`src/rtl/regfile_pkg.sv`:
```
// regfile_pkg: shared constants and types for the register file.
//   RF_WIDTH     default data word width
//   RF_ADDR_W    default address width (2**RF_ADDR_W entries)
//   RF_ZERO_ADDR address of the optional hardwired-zero entry
//   rf_word_t    data word at the default width
package regfile_pkg;

  localparam int RF_WIDTH     = 32;
  localparam int RF_ADDR_W    = 5;
  localparam int RF_ZERO_ADDR = 0;

  typedef logic [RF_WIDTH-1:0] rf_word_t;

endpackage

```
`src/rtl/regfile_entry.sv`:
```
// regfile_entry: one WIDTH-bit storage word of the register file.
//   clk    clock, rising edge
//   rst    synchronous active-low clear
//   we     write enable for this word (already address-decoded)
//   wdata  data to store
//   q      stored word
module regfile_entry
  import regfile_pkg::*;
#(
  parameter int WIDTH = RF_WIDTH
) (
  input  logic             clk,
  input  logic             rst,
  input  logic             we,
  input  logic [WIDTH-1:0] wdata,
  output logic [WIDTH-1:0] q
);

  // NOTE: every word has its own clear because the file must read all-zero
  // after reset; a plain RAM macro without reset could not be used here.
  always_ff @(posedge clk) begin
    // NOTE: non-blocking assignments for all clocked state, so every word
    // sees pre-edge values regardless of block evaluation order.
    if (!rst) begin
      q <= '0;
    end else if (we) begin
      q <= wdata;
    end
  end

endmodule

```
`src/rtl/regfile.sv`:
```
// regfile: 2**ADDR_W x WIDTH register file, one synchronous write port and
// two registered read ports (A/B) whose outputs hold until re_x is asserted
// again, so they double as the operand latches of the datapath.
//   clk               clock, rising edge
//   rst               synchronous active-low reset (clears array and outputs)
//   we/waddr/wdata    write port
//   re_a/raddr_a      read port A enable/address, rdata_a registered data
//   re_b/raddr_b      read port B enable/address, rdata_b registered data
// Parameters: WIDTH, ADDR_W, ZERO_R0 (entry 0 reads 0 and ignores writes).
// Build option: define REGFILE_BYPASS_EN to forward wdata to a read port
// whose address matches waddr on the same edge; otherwise that read returns
// the pre-write contents.
module regfile
  import regfile_pkg::*;
#(
  parameter int WIDTH   = RF_WIDTH,
  parameter int ADDR_W  = RF_ADDR_W,
  parameter bit ZERO_R0 = 1'b1
) (
  input  logic              clk,
  input  logic              rst,
  input  logic              we,
  input  logic [ADDR_W-1:0] waddr,
  input  logic [WIDTH-1:0]  wdata,
  input  logic              re_a,
  input  logic [ADDR_W-1:0] raddr_a,
  output logic [WIDTH-1:0]  rdata_a,
  input  logic              re_b,
  input  logic [ADDR_W-1:0] raddr_b,
  output logic [WIDTH-1:0]  rdata_b
);

  localparam int                DEPTH     = 2 ** ADDR_W;
  localparam logic [ADDR_W-1:0] ZERO_ADDR = ADDR_W'(RF_ZERO_ADDR);

  logic [WIDTH-1:0] words [DEPTH];
  logic [WIDTH-1:0] next_a;
  logic [WIDTH-1:0] next_b;

  // Storage: one word per address with its write enable decoded here. The
  // zero entry, when enabled, has no storage at all, so writes to it vanish.
  for (genvar i = 0; i < DEPTH; i++) begin : g_entry
    if (ZERO_R0 && (i == RF_ZERO_ADDR)) begin : g_zero
      assign words[i] = '0;
    end else begin : g_store
      regfile_entry #(
        .WIDTH (WIDTH)
      ) u_entry (
        .clk   (clk),
        .rst   (rst),
        .we    (we && (waddr == ADDR_W'(i))),
        .wdata (wdata),
        .q     (words[i])
      );
    end
  end

  // Read muxes, optional same-edge forwarding, then the zero override last
  // so that forwarding can never leak a value into the zero entry.
  always_comb begin
    // NOTE: defaults first so every path assigns next_a/next_b and no latch
    // is inferred.
    next_a = words[raddr_a];
    next_b = words[raddr_b];
`ifdef REGFILE_BYPASS_EN
    if (we && (waddr == raddr_a)) next_a = wdata;
    if (we && (waddr == raddr_b)) next_b = wdata;
`endif
    if (ZERO_R0 && (raddr_a == ZERO_ADDR)) next_a = '0;
    if (ZERO_R0 && (raddr_b == ZERO_ADDR)) next_b = '0;
  end

  // Output registers: load only on their own enable, hold otherwise.
  always_ff @(posedge clk) begin
    if (!rst) begin
      rdata_a <= '0;
      rdata_b <= '0;
    end else begin
      if (re_a) rdata_a <= next_a;
      if (re_b) rdata_b <= next_b;
    end
  end

endmodule

```
`config.mk`:
```
export PLATFORM = sky130hd
export DESIGN_NAME = regfile
export DESIGN_NICKNAME = d
export VERILOG_FILES = /design/src/rtl/regfile_pkg.sv /design/src/rtl/regfile_entry.sv /design/src/rtl/regfile.sv
export SDC_FILE = /design/constraint.sdc
export NUM_CORES = 2
export LEC_CHECK = 0
export CELL_PAD_IN_SITES_DETAIL_PLACEMENT = 0
export CELL_PAD_IN_SITES_GLOBAL_PLACEMENT = 1
export CORE_MARGIN = 10
export CORE_UTILIZATION = 35
export CTS_CLUSTER_DIAMETER = 60
export DETAILED_ROUTE_END_ITERATION = 16
export GPL_TIMING_DRIVEN = 0
export MAX_ROUTING_LAYER = met4
export PLACE_DENSITY_LB_ADDON = 0.1
export SLEW_MARGIN = 20
export SYNTH_ARGS = -nofsm -noshare
export SYNTH_HDL_FRONTEND = slang
export SYNTH_SLANG_ARGS = --single-unit
```
`constraint.sdc`:
```
create_clock -name clk -period 3.6 [get_ports clk]
set_input_delay 0.9 -clock clk [delete_from_list [all_inputs] [get_ports clk]]
set_output_delay 0.9 -clock clk [all_outputs]
set_load 0.01 [all_outputs]
```
clock_wires.png
Scale: 1 px per micron.
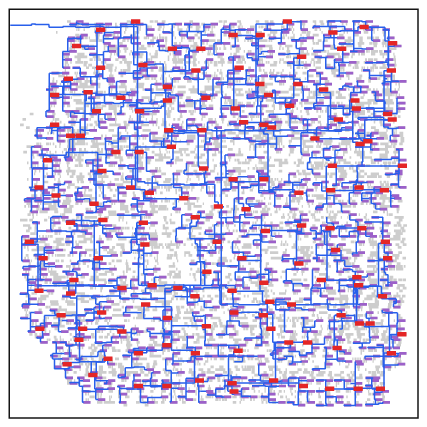
legend:
  purple:
    item: flip-flops
    count: 1056
  red:
    item: clock-net drivers
    count: 142
  blue:
    item: clock wires
    length: 17300 microns
flops lie: spread over the die
routed clock nets: 143

placed.png
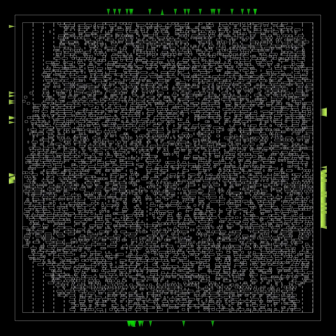
# rows: 142
Fill cells: 15.2k
flop count: 1056

==> flow_metrics.py <==
# Auto-generated metrics
metrics = {
    "synthesis": {
        "yosys-top-cells-count": "2070 x nand2_1, 1056 x dfxtp_1, 1002 x a21oi_1, 485 x clkbuf_1, 305 x mux4_2",
        "syn_area_sq_um": 52500,
        "aoi_share": 0.165,
        "yosys_cells": 6092,
        "yosys_area_sq_um": 52500,
        "top_area_cell": "dfxtp_1",
        "async_flop_share": 0,
        "ys_seq_share": 0.403,
        "netlist_instances": 6092,
        "ys_sh_simple": 0.168,
        "avgSynthCellArea_sq_um": 8.62,
        "edf_count": 0,
        "ys_sh_adder": 0,
        "yosysWarningCount": 0,
        "synth_top_cell_by_count": "nand2_1",
        "synthTopCellsByArea": "dfxtp_1 40%, nand2_1 15%, mux4_2 13%, a21oi_1 9.6%, mux2i_1 3.9%",
        "xor_share": 0,
        "numSynthFlops": 1056,
        "ys_top_logic_family": "multiplexers",
        "synth_nets": 6144,
        "ys_types": 53,
        "top_cell_area_share": 0.403,
    },
    "cts": {
        "cts_buffers": 142,
        "cts_tree": "done",
        "htree_num_levels": 4,
        "insertion_delay_ps": 800,
        "cts_setup_buffers": 0,
        "clkTransAtPathRegs_ps": 60,
        "cts_sinks": 1056,
        "clockBufferDepth": 3,
        "clockRootBuffer": "clkbuf_16",
    },
    "timing": {
        "worst_slew_pin_slew_ps": 1450,
        "fin_hold_ws_ps": 466,
        "setup_ws_ps": -169,
        "setup_viol": 192,
        "slew_headroom": 0.0338,
        "clock_skew_ps": 31.6,
        "fmax_mhz": 265,
        "setup_tns_ps": -10470,
        "hold_viol_final": 0,
        "period_minus_slack_ps": 3770,
        "min_period_over_period": 1.05,
        "drv_slew": 0,
        "rsz0062_at_grt": "true",
    },
    "worst_hold_path": {
        "min_path_type": "register to register",
        "min-delay-start": "g_entry[12].g_store.u_entry.q[10]",
        "whs_path_depth": 2,
    },
    "finish": {
        "comb_cells": 4403,
        "inverters": 4,
        "reg_top3": "g_entry.g_store.u_entry.q: 992 flops, rdata_a: 32 flops, rdata_b: 32 flops",
        "sh_seq_area": 0.344,
        "clockBufferCount": 201,
        "layout-drive-gt1-share": 0.143,
        "comb_share": 0.469,
        "clkCellAreaFrac": 0.0776,
        "most-common-layout-cells": "2070 x nand2_1, 1056 x dfxtp_1, 1002 x a21oi_1",
        "num-nonclk-buffers": 745,
        "buffer_area_frac": 0.0671,
        "lay_top_count": "nand2_1",
        "seqCellArea_sq_um": 21100,
        "comb_area_sq_um": 28800,
        "largest_reg_flops": 992,
        "dominant_cells": "logic gates",
        "fin_cells": 8487,
        "final_nets": 6404,
        "top_register": "g_entry.g_store.u_entry.q",
    },
    "detailed_routing": {
        "routed.top_layer": "met4",
        "final_antenna_net_count": 0,
        "viasPerCell": 6.19,
        "drt_iter0_drc": 7467,
        "wl_microns": 317000,
        "drt-pass1-iter-count": 8,
        "dr_wl_met3_microns": 34800,
        "wire_per_inst_microns": 37.4,
        "wl_met1_microns": 129000,
        "vias": 52504,
        "drc": 0,
        "met2_length_microns": 130000,
    },
    "power": {
        "powerClk_uw": 14900,
        "power_uw": 30000,
        "power_leader": "clock",
        "clockPowerShare": 0.495,
        "pwr-share-seq": 0.398,
        "intPower_uw": 21400,
        "powerComb_uw": 3210,
        "vdd_drop_max_mv": 0.489,
        "pwr-share-comb": 0.107,
        "power_switching_share": 0.285,
        "switchingPower_uw": 8560,
    },
    "grt": {
        "grtUsageTotal": 0.375,
        "grt_use_met1": 0.489,
        "antenna_found_initial": 19,
        "grt_pass1_vias": 47363,
        "grt_overflow": 0,
        "grt_max_degree": 20,
        "met3_usage": 0.0979,
        "grt_first_pass_wirelength_microns": 419000,
        "grt_use_met2": 0.515,
        "grt.busiest_layer": "met2",
    },
    "place": {
        "hpwl_microns": 246000,
        "place_inst": 8225,
        "routabilityCongestion": 1.07,
        "io_buffers": 107,
        "place_ws_ps": -1270,
    },
    "worst_setup_path": {
        "critical_path_class": "input pin to register",
        "r2r_cells": 4,
        "worst-path-buf-inv": 4,
        "critPathCaptureType": "register",
        "crit_arrival_ps": 4410,
        "cp-startpoint": "raddr_b[1]",
        "rr_startpoint": "g_entry[15].g_store.u_entry.q[13]",
        "path_depth": 8,
        "path_cells": "buf_2, buf_4, buf_4, buf_2, mux4_2, mux2_2, a221oi_1, a211oi_1",
        "cp.required_ps": 4240,
        "startpoint_type": "input pin",
        "crit_fanout": 10,
        "path_delay_family": "buffers and inverters",
        "crit_path_top_delay_cell": "a221oi_1",
    },
    "die": {
        "die-area_sq_um": 166000,
        "fp_util": 0.351,
        "io_pins": 116,
        "die_w_microns": 407,
        "core-area_sq_um": 149000,
        "die-height_microns": 407,
        "tap_cells": 2016,
    },
    "flow_run": {
        "max_cap_viol_count": 0,
    },
    "status": {
        "violations": "negative setup slack",
        "status": "complete, but fails checks",
    },
}
port_trees.png
Scale: 1 px per micron.
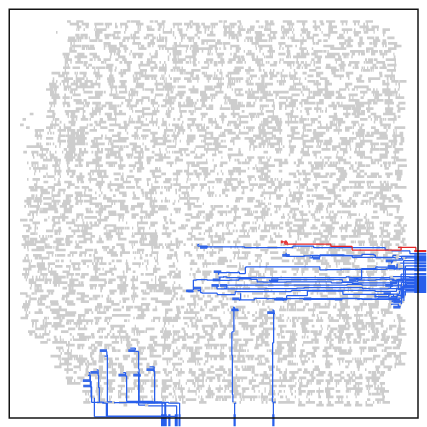
legend:
  red:
    port: re_a
    bits: 1
    direction: input
    edge: right
    end_cells: 2
    buffers: 1
    wire: 155 microns
  blue:
    port: rdata_a
    bits: 32
    direction: output
    edge: 22 right, 10 bottom
    end_cells: 32
    buffers: 32
    wire: 3910 microns

class_map.png
Scale: 1 px per micron.
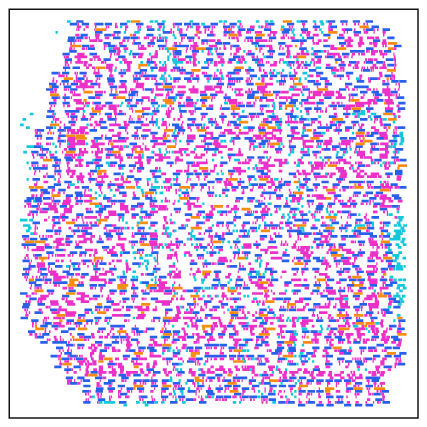
legend:
  magenta:
    class: remaining logic cells
    cells: 4407
    share_of_their_area: 49%
  cyan:
    class: remaining buffers and delay cells
    cells: 745
    share_of_their_area: 7.0%
  blue:
    class: sequential cells
    cells: 1056
    share_of_their_area: 36%
  orange:
    class: clock drivers and dummy loads
    cells: 250
    share_of_their_area: 8.1%

==> worst reg2reg max path: stages (launching register included) <==
cell	delay, ps
dfxtp_1	330
mux4_2	470
a22oi_1	820
o31ai_1	230
a32o_1	300
==> path summary, 6_finish.rpt <==
path | to | slack, ps
setup / recovery | rdata_b[28] | -170
setup reg to reg | rdata_a[13] | 1320
hold / removal | g_entry[12].g_store.u_entry.q[10] | 470
hold reg to reg | g_entry[12].g_store.u_entry.q[10] | 470
==> what timing repair did <==
action	4_1_cts	5_1_grt
gates resized	50	59
hold buffers	0	0
endpoints found under the setup margin	215	140
pin swaps	1	1
==> metrics by stage <==
step	cell area, sq um	utilization
2_1_floorplan	52500	-
3_3_place_gp	56100	0.375
3_5_place_dp	56300	0.377
4_1_cts	61300	0.410
5_1_grt	61400	0.411
6_report	61400	0.411
No activity file was given, so power comes from the tool's default toggle rates.
